--- src/rtl/id_stage_pipe.sv ---
// RV32I/RV64I decode stage with a registered ID/EX entry: valid/ready toward IF and EX,
// flush, and a load-use hazard stall with a saturating stall-cycle counter.
module id_stage_pipe #(
  parameter int XLEN        = 64,
  parameter int STALL_CNT_W = 32
) (
  input  logic                   clk,
  input  logic                   rst_n,
  input  logic                   in_valid_i,
  output logic                   in_ready_o,
  input  logic [31:0]            inst_i,
  input  logic [XLEN-1:0]        pc_i,
  output logic [4:0]             rs1_addr_o,
  output logic [4:0]             rs2_addr_o,
  input  logic [XLEN-1:0]        rs1_data_i,
  input  logic [XLEN-1:0]        rs2_data_i,
  input  logic                   ex_load_valid_i,
  input  logic [4:0]             ex_load_rd_i,
  input  logic                   flush_i,
  output logic                   out_valid_o,
  input  logic                   out_ready_i,
  output logic [31:0]            inst_o,
  output logic [XLEN-1:0]        pc_o,
  output logic [XLEN-1:0]        op1_o,
  output logic [XLEN-1:0]        op2_o,
  output logic [XLEN-1:0]        imm_o,
  output logic [XLEN-1:0]        rs1_val_o,
  output logic [XLEN-1:0]        rs2_val_o,
  output logic [4:0]             rd_addr_o,
  output logic                   reg_wen_o,
  output logic                   mem_ren_o,
  output logic                   mem_wen_o,
  output logic                   word_op_o,
  output logic                   illegal_o,
  output logic [STALL_CNT_W-1:0] stall_cnt_o
);
  localparam bit         IS64       = (XLEN == 64);
  localparam logic [6:0] OPC_OP_IMM = 7'b0010011, OPC_OP_IMM32 = 7'b0011011,
                         OPC_OP     = 7'b0110011, OPC_OP32     = 7'b0111011,
                         OPC_LOAD   = 7'b0000011, OPC_STORE    = 7'b0100011,
                         OPC_BRANCH = 7'b1100011, OPC_JAL      = 7'b1101111,
                         OPC_JALR   = 7'b1100111, OPC_LUI      = 7'b0110111,
                         OPC_AUIPC  = 7'b0010111;

  typedef struct packed {
    logic [31:0]     inst;
    logic [XLEN-1:0] pc, op1, op2, imm, rs1_val, rs2_val;
    logic [4:0]      rd;
    logic            reg_wen, mem_ren, mem_wen, word_op, illegal;
  } id_ex_t;

  id_ex_t          dec, q;
  logic            vld_q, rs1_use, rs2_use, has_rd, is_shift, hazard, capture;
  logic [2:0]      f3;
  logic [XLEN-1:0] i_imm, s_imm, b_imm, j_imm, u_imm, shamt, shamt_w;

  assign f3       = inst_i[14:12];
  assign is_shift = (f3 == 3'b001) || (f3 == 3'b101);
  assign i_imm    = XLEN'($signed(inst_i[31:20]));
  assign s_imm    = XLEN'($signed({inst_i[31:25], inst_i[11:7]}));
  assign b_imm    = XLEN'($signed({inst_i[31], inst_i[7], inst_i[30:25], inst_i[11:8], 1'b0}));
  assign j_imm    = XLEN'($signed({inst_i[31], inst_i[19:12], inst_i[20], inst_i[30:21], 1'b0}));
  assign u_imm    = XLEN'($signed({inst_i[31:12], 12'h000}));
  assign shamt    = IS64 ? XLEN'(inst_i[25:20]) : XLEN'(inst_i[24:20]);
  assign shamt_w  = XLEN'(inst_i[24:20]);

  always_comb begin
    dec         = '0;
    dec.inst    = inst_i;
    dec.pc      = pc_i;
    dec.rs1_val = rs1_data_i;
    dec.rs2_val = rs2_data_i;
    rs1_use     = 1'b0;
    rs2_use     = 1'b0;
    has_rd      = 1'b0;
    case (inst_i[6:0])
      OPC_OP_IMM, OPC_OP_IMM32: begin
        rs1_use = 1'b1; has_rd = 1'b1;
        dec.op1 = rs1_data_i;
        dec.imm = i_imm;
        if (inst_i[6:0] == OPC_OP_IMM32) begin
          dec.op2     = is_shift ? shamt_w : i_imm;
          dec.word_op = 1'b1;
          dec.illegal = !IS64;
        end else begin
          dec.op2     = is_shift ? shamt : i_imm;
          dec.illegal = !IS64 && is_shift && inst_i[25];
        end
      end
      OPC_OP, OPC_OP32: begin
        rs1_use = 1'b1; rs2_use = 1'b1; has_rd = 1'b1;
        dec.op1 = rs1_data_i;
        dec.op2 = rs2_data_i;
        if (inst_i[6:0] == OPC_OP32) begin
          dec.word_op = 1'b1;
          dec.illegal = !IS64;
        end
      end
      OPC_LOAD: begin
        rs1_use = 1'b1; has_rd = 1'b1;
        dec.op1 = rs1_data_i; dec.op2 = i_imm; dec.imm = i_imm;
        dec.mem_ren = 1'b1;
      end
      OPC_STORE: begin
        rs1_use = 1'b1; rs2_use = 1'b1;
        dec.op1 = rs1_data_i; dec.op2 = s_imm; dec.imm = s_imm;
        dec.mem_wen = 1'b1;
      end
      OPC_BRANCH: begin
        rs1_use = 1'b1; rs2_use = 1'b1;
        dec.op1 = rs1_data_i; dec.op2 = rs2_data_i; dec.imm = b_imm;
        dec.illegal = (f3 == 3'b010) || (f3 == 3'b011);
      end
      OPC_JAL: begin
        has_rd = 1'b1;
        dec.op1 = pc_i; dec.op2 = XLEN'(4); dec.imm = j_imm;
      end
      OPC_JALR: begin
        rs1_use = 1'b1; has_rd = 1'b1;
        dec.op1 = pc_i; dec.op2 = XLEN'(4); dec.imm = i_imm;
        dec.illegal = (f3 != 3'b000);
      end
      OPC_LUI: begin
        has_rd = 1'b1;
        dec.op2 = u_imm; dec.imm = u_imm;
      end
      OPC_AUIPC: begin
        has_rd = 1'b1;
        dec.op1 = pc_i; dec.op2 = u_imm; dec.imm = u_imm;
      end
      default: dec.illegal = 1'b1;
    endcase
    // Illegal entries still flow to EX for the trap, but must not touch state.
    dec.rd      = has_rd ? inst_i[11:7] : 5'd0;
    dec.reg_wen = has_rd && (inst_i[11:7] != 5'd0) && !dec.illegal;
    dec.mem_ren = dec.mem_ren && !dec.illegal;
    dec.mem_wen = dec.mem_wen && !dec.illegal;
    dec.word_op = dec.word_op && !dec.illegal;
  end

  assign rs1_addr_o = (in_valid_i && rs1_use) ? inst_i[19:15] : 5'd0;
  assign rs2_addr_o = (in_valid_i && rs2_use) ? inst_i[24:20] : 5'd0;

  // Unused source fields already read as x0, so a plain compare covers "used, nonzero".
  assign hazard     = in_valid_i && ex_load_valid_i && (ex_load_rd_i != 5'd0) &&
                      ((ex_load_rd_i == rs1_addr_o) || (ex_load_rd_i == rs2_addr_o));
  assign in_ready_o = (!vld_q || out_ready_i) && !hazard && !flush_i;
  assign capture    = in_valid_i && in_ready_o;

  always_ff @(posedge clk or negedge rst_n) begin
    if (!rst_n) begin
      q           <= '0;
      vld_q       <= 1'b0;
      stall_cnt_o <= '0;
    end else begin
      if (hazard && (stall_cnt_o != '1)) stall_cnt_o <= stall_cnt_o + STALL_CNT_W'(1);
      if (capture) q <= dec;
      if (flush_i)          vld_q <= 1'b0;
      else if (capture)     vld_q <= 1'b1;
      else if (out_ready_i) vld_q <= 1'b0;
    end
  end

  assign out_valid_o = vld_q;
  assign inst_o      = q.inst;
  assign pc_o        = q.pc;
  assign op1_o       = q.op1;
  assign op2_o       = q.op2;
  assign imm_o       = q.imm;
  assign rs1_val_o   = q.rs1_val;
  assign rs2_val_o   = q.rs2_val;
  assign rd_addr_o   = q.rd;
  assign reg_wen_o   = q.reg_wen;
  assign mem_ren_o   = q.mem_ren;
  assign mem_wen_o   = q.mem_wen;
  assign word_op_o   = q.word_op;
  assign illegal_o   = q.illegal;
endmodule

--- config.mk ---
export PLATFORM = sky130hd
export DESIGN_NAME = id_stage_pipe
export DESIGN_NICKNAME = d
export VERILOG_FILES = /design/src/rtl/id_stage_pipe.sv
export SDC_FILE = /design/constraint.sdc
export NUM_CORES = 1
export LEC_CHECK = 0
export CAP_MARGIN = 20
export CORE_AREA = 2 2 277 279
export CTS_BUF_LIST = sky130_fd_sc_hd__clkbuf_8
export DETAILED_ROUTE_END_ITERATION = 7
export DIE_AREA = 0 0 279 281
export GPL_TIMING_DRIVEN = 0
export PLACE_DENSITY = 0.51
export SYNTH_ARGS = -nofsm -noshare
export SYNTH_HDL_FRONTEND = slang
export SYNTH_SLANG_ARGS = --single-unit
export TNS_END_PERCENT = 10
--- constraint.sdc ---
create_clock -name clk -period 10.4 [get_ports clk]
set_input_delay 3.12 -clock clk [delete_from_list [all_inputs] [get_ports clk]]
set_output_delay 3.12 -clock clk [all_outputs]
set_load 0.1 [all_outputs]
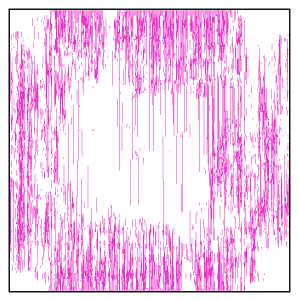
Fig. 1. The metal 2 layer.
(1 px per um)
main direction: vertical
nets with wire on the layer: 2285

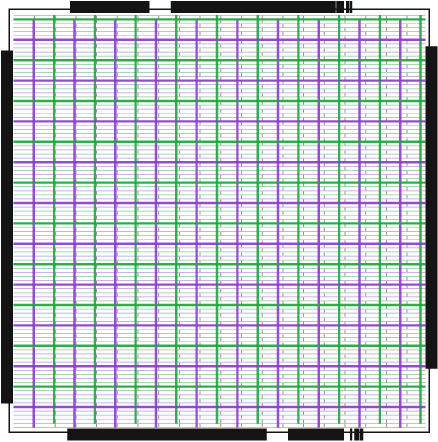
Fig. 2. Supply network.
(1.5 px per um) Pins as bars on the die edge. Tap cells in gray.
legend:
  purple:
    net: VSS
  green:
    net: VDD
met1 rails: 102
tap cells: 978
met5 straps: 20

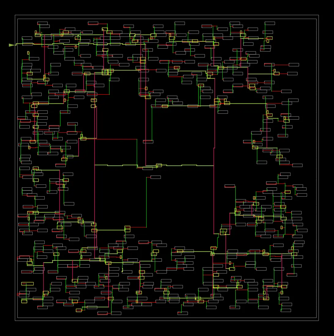
Fig. 3. The clock network.
CTS Buf Count: 81
flip-flops: 427
clk sinks: 427

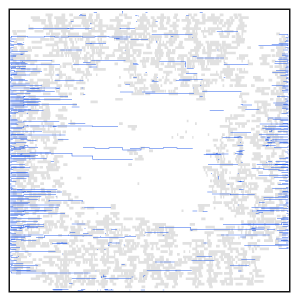
Fig. 4. Signal wires on met3.
(1 px per um) Cells faint in the background.
nets with wire on the layer: 443
wire length on this layer: 6410 um
longest straight run: 79.1 um
share of all routed wire: 8.2%
main direction: horizontal

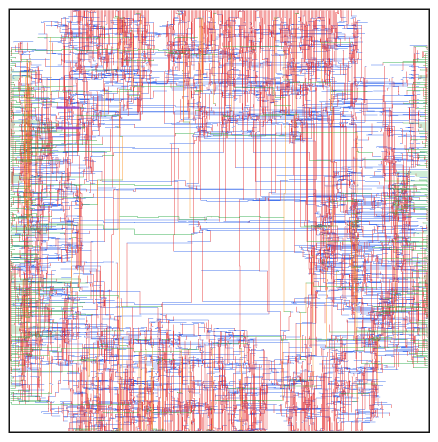
Fig. 5. Metal layers overlaid.
(1.5 px per um)
legend:
  green:
    layer: met3
    wire_length: 6410 um
  purple:
    layer: met5
    wire_length: 28.5 um
  orange:
    layer: met4
    wire_length: 3600 um
  blue:
    layer: met1
    wire_length: 29.5 mm
  red:
    layer: met2
    wire_length: 38.9 mm

==> flow_metrics.py <==
# Physical implementation metrics
metrics = {
    "outcome": {
        "status": "finished, final reports clean",
    },
    "hold_path": {
        "min_to": "op1_o[14]$_DFFE_PN0P_",
    },
    "pwr": {
        "p_total_mw": 6.063,
        "pg_clk_mw": 1.64,
        "power_frac_seq": 0.325,
        "ir_worst_vdd_mv": 0.1570,
        "p_leak_nw": 11.55,
        "switchingPower_mw": 2.764,
        "p_int_mw": 3.299,
        "p_comb_mw": 2.45,
        "p_seq_mw": 1.97,
    },
    "job": {
        "log.warning_count": 32,
        "maxCapViolCount": 0,
    },
    "place": {
        "routabilityCongestion": 0.8528,
        "dp_hpwl_mm": 60.11,
    },
    "worst_setup_path": {
        "r2r_cells": 10,
        "r2r_end": "stall_cnt_o[24]$_DFFE_PN0P_",
        "arrival_ns": 6.72,
        "crit_required_ns": 7.28,
        "rrSetupSlack_ns": 7.67,
        "crit_fanout": 10,
        "path_buffers": 3,
        "critical_path.max_stage_delay_ns": 1.17,
    },
    "layout": {
        "area_share_nonclk_buffers": 0.2862,
        "stdcell_count": 3346,
        "comb_share": 0.2299,
        "n_all_inverters": 25,
        "fillers": 7429,
        "seqCellArea_um2": 10690,
        "final_area_um2": 28120,
        "clkCellAreaFrac": 0.05650,
        "clkbuf_count": 96,
        "final_cell_mix": "clkdlybuf4s50_1, dfrtp_1, nand2_1, o21ai_0, mux2_1",
        "dominant_cells": "flip-flops and latches",
        "buffers_excl_clock": 845,
    },
    "clocking": {
        "clock.latency.late_pin_ns": 0.67,
        "cts_tree": "done",
        "clkTransAtPathRegs_ns": 0.05,
        "postCtsSetupBuffers": 0,
    },
    "route": {
        "drtAntennaViolNets": 0,
        "vias_per_cell": 4.616,
        "totalWireLength_mm": 78.39,
        "vias": 15440,
        "dr_wl_met3_mm": 6.413,
    },
    "final_timing": {
        "finalWorstSetupSlack_ns": 0.5552,
        "rsz0062_at_grt": "no",
        "hold_slack_ns": 0.4731,
        "fmaxAchievable_mhz": 101.6,
        "finalSetupViolations": 0,
        "min_period_over_period": 0.9466,
        "slew_headroom": 0.2445,
    },
    "synth": {
        "yosysTopAreaCellShare": 0.5920,
        "yosysWarnings": 0,
        "synthMuxAreaShare": 0.1377,
        "syn_area_per_cell_um2": 11.99,
        "ys.flop_type": "dfrtp_1",
        "fp_nets": 1742,
        "ys_cells": 1506,
        "topCombFamilyByArea": "multiplexers",
        "yosys.area_share.simple": 0.08124,
    },
    "die": {
        "rows": 101,
        "core_area_um2": 75440,
        "fp_util": 0.2392,
        "die_h_um": 281,
        "die_area_um2": 78400,
    },
    "grt": {
        "met2_usage": 0.3355,
        "grt.overflow.total": 0,
        "antenna_found_initial": 12,
        "gr-usage-all-layers": 0.1951,
        "grt_most_used_layer": "met2",
        "use_met3": 0.06218,
        "grt_max_degree": 115,
    },
}
Power is estimated from default activity; no workload was simulated.
